Fig. 1: power grid
Pins as bars on the die edge.
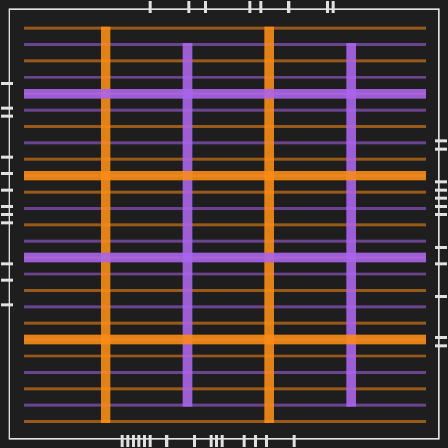
Fig. 2: gate families picked out
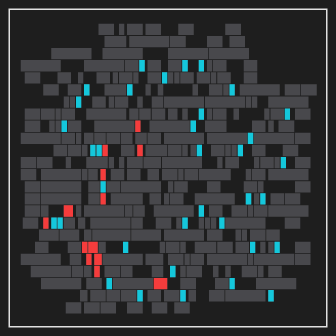
Fig. 3: sequential cells grouped by signal name
Other sequential cells in the stronger gray, the rest of the logic in the fainter gray.
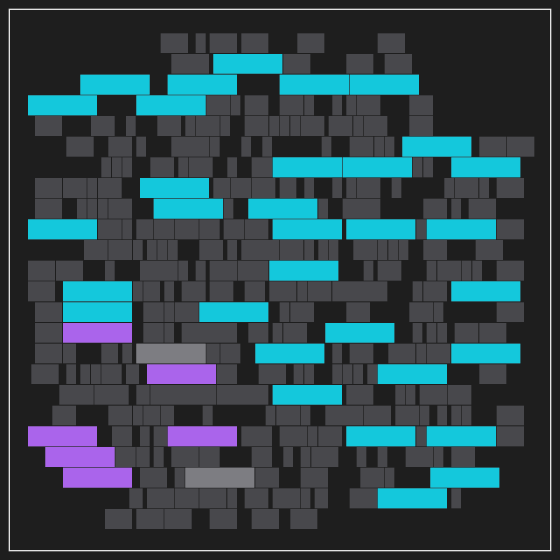
===== config.mk =====
export PLATFORM = sky130hd
export DESIGN_NAME = shift_collect_32
export DESIGN_NICKNAME = d
export VERILOG_FILES = /design/src/rtl/shift_collect_32.sv
export SDC_FILE = /design/constraint.sdc
export NUM_CORES = 1
export LEC_CHECK = 0
export ABC_CLOCK_PERIOD_IN_PS = 2200
export CAP_MARGIN = 25
export CORE_MARGIN = 2
export CORE_UTILIZATION = 51
export DETAILED_ROUTE_END_ITERATION = 7
export HOLD_SLACK_MARGIN = 0.08
export PLACE_DENSITY = 0.85
export RECOVER_POWER = 25
export SLEW_MARGIN = 25
export SYNTH_ARGS = -nofsm -noshare
export SYNTH_HDL_FRONTEND = slang
export SYNTH_SLANG_ARGS = --single-unit

===== constraint.sdc =====
create_clock -name clk -period 2.2 [get_ports clk]
set_input_delay 0.33 -clock clk [delete_from_list [all_inputs] [get_ports clk]]
set_output_delay 0.33 -clock clk [all_outputs]
set_load 0.03 [all_outputs]

===== src/rtl/shift_collect_32.sv =====
// Serial-to-parallel collector for the shifter's boundary bit stream (bb_left / bb_right).
// Optional macro SHIFT_COLLECT_FLUSH_EN adds a flush input that emits a partial word.
module shift_collect_32 #(
    parameter int WIDTH = 32
) (
    input  logic                     clk,
    input  logic                     rst,
    input  logic                     bit_in,
    input  logic                     bit_valid,
    output logic                     bit_ready,
    input  logic                     dir,
    output logic [WIDTH-1:0]         word_out,
    output logic                     word_valid,
    input  logic                     word_ready,
    output logic                     dir_out,
    output logic [$clog2(WIDTH):0]   count_out
`ifdef SHIFT_COLLECT_FLUSH_EN
    ,
    input  logic                     flush
`endif
);

    localparam int CW = $clog2(WIDTH) + 1;
    localparam logic [CW-1:0] LAST_CNT = CW'(WIDTH - 1);

    typedef enum logic {FILL = 1'b0, HOLD = 1'b1} state_e;

    state_e           state_q, state_d;
    logic [WIDTH-1:0] word_q, word_d;
    logic             dir_q, dir_d;
    logic [CW-1:0]    cnt_q, cnt_d;
    logic             valid_q, valid_d;

    logic accept, last_bit, flush_go, handshake, dir_eff;

    assign accept    = bit_valid && (state_q == FILL);
    assign last_bit  = accept && (cnt_q == LAST_CNT);
    assign handshake = (state_q == HOLD) && word_ready;
    // Direction is captured only on the first bit of a word.
    assign dir_eff   = (cnt_q == '0) ? dir : dir_q;

`ifdef SHIFT_COLLECT_FLUSH_EN
    assign flush_go  = flush && (state_q == FILL) && (cnt_q != '0);
`else
    assign flush_go  = 1'b0;
`endif

    always_ff @(posedge clk or posedge rst) begin
        if (rst) begin
            state_q <= FILL;
            word_q  <= '0;
            dir_q   <= 1'b0;
            cnt_q   <= '0;
            valid_q <= 1'b0;
        end else begin
            state_q <= state_d;
            word_q  <= word_d;
            dir_q   <= dir_d;
            cnt_q   <= cnt_d;
            valid_q <= valid_d;
        end
    end

    always_comb begin
        state_d = state_q;
        case (state_q)
            FILL: if (last_bit || flush_go) state_d = HOLD;
            HOLD: if (word_ready)           state_d = FILL;
            default:                        state_d = FILL;
        endcase
    end

    always_comb begin
        word_d  = word_q;
        dir_d   = dir_q;
        cnt_d   = cnt_q;
        valid_d = (state_d == HOLD);
        if (accept) begin
            dir_d = dir_eff;
            cnt_d = cnt_q + CW'(1);
            if (dir_eff) word_d = {bit_in, word_q[WIDTH-1:1]};
            else         word_d = {word_q[WIDTH-2:0], bit_in};
        end
        // word_q is left stale on release; the next word overwrites it.
        if (handshake) cnt_d = '0;
    end

    assign bit_ready  = (state_q == FILL);
    assign word_out   = word_q;
    assign word_valid = valid_q;
    assign dir_out    = dir_q;
    assign count_out  = cnt_q;

endmodule

==> results_dict.tcl <==
# metrics dict for downstream scripts
set metrics [dict create \
    grtUsageMet3 0.03989 \
    clockPowerShare 0.112 \
    worst-path-max-fanout 19 \
    diodes 0 \
    remaining_drc_errors 0 \
    grt_util_met2 0.3551 \
    vias 2074 \
    crit_required_ps 2380 \
    wl_met1_um 2455 \
    status "complete, no violations" \
    cts_max_path_buffers 2 \
    r2r_cells 7 \
    drive_gt1_frac 0.1086 \
    row_count 24 \
    ctsResizeCount 0 \
    cts-root-buf "clkbuf_8" \
    ff_type "dfrtp_1" \
    swShare 0.4668 \
    ioPinCount 47 \
    sh_comb_area 0.3679 \
    clk_pin_slew_ps 70 \
    mux_share 0 \
    cp_top_family "simple AND/OR/NAND/NOR gates" \
    dominant_cells "logic gates" \
    compound_area_frac 0.2945 \
    clk_share 0.03073 \
    fin_tns_setup_ps 0 \
    viasPerCell 5.826 \
    max-vdd-ir-drop_v 0.0007788 \
    clk_latency_ps 300 \
    clock_buffers 8 \
    logic_family "AND-OR/OR-AND gates" \
    grt.overflow.total 0 \
    grt_util_met1 0.2990 \
    maxSlewHeadroom 0.3283 \
    period_needed_ps 1991 \
    wl_um 5251 \
    synth_nets 265 \
    largest_reg_flops 32 \
    non_clock_buffer_count 57 \
    cts_buffers 5 \
    inverters 35 \
    setup_ws_ps 208.9 \
    edf_count 0 \
    top_usage_layer "met2" \
    timing.rr.end "word_out[23]" \
    critPathMaxStageDelay_ps 430 \
    logic_area_mm2 0.001079 \
    fin_nets 311 \
    wl_met2_um 2471 \
    drv_slew 0 \
    comb-power_mw 2.55 \
    place_area_mm2 0.002843 \
    p_int_mw 2.421 \
    crit_path_end_kind "register" \
]
About Fig. 1:
[orange] VSS
[purple] VDD
met1 rails: 25
met5 straps: 4
height of the die: 71.01 um
Die W: 71.01 um
core area: 0.004354 mm^2

About Fig. 2:
[cyan] inv cells | cells: 35 | most used: inv_1
[red] nand cells | cells: 13 | most used: nand2_1
non-filler cells in the finished layout: 356
most numerous logic cell after layout: nor2_1

About Fig. 3:
[cyan] `word_out` | flops: 32 | where: all over the die
[purple] `count_out` | flops: 6 | where: south-west
Flop area: 0.001001 mm^2
flop share of the area: 0.3414
fin util: 0.6733

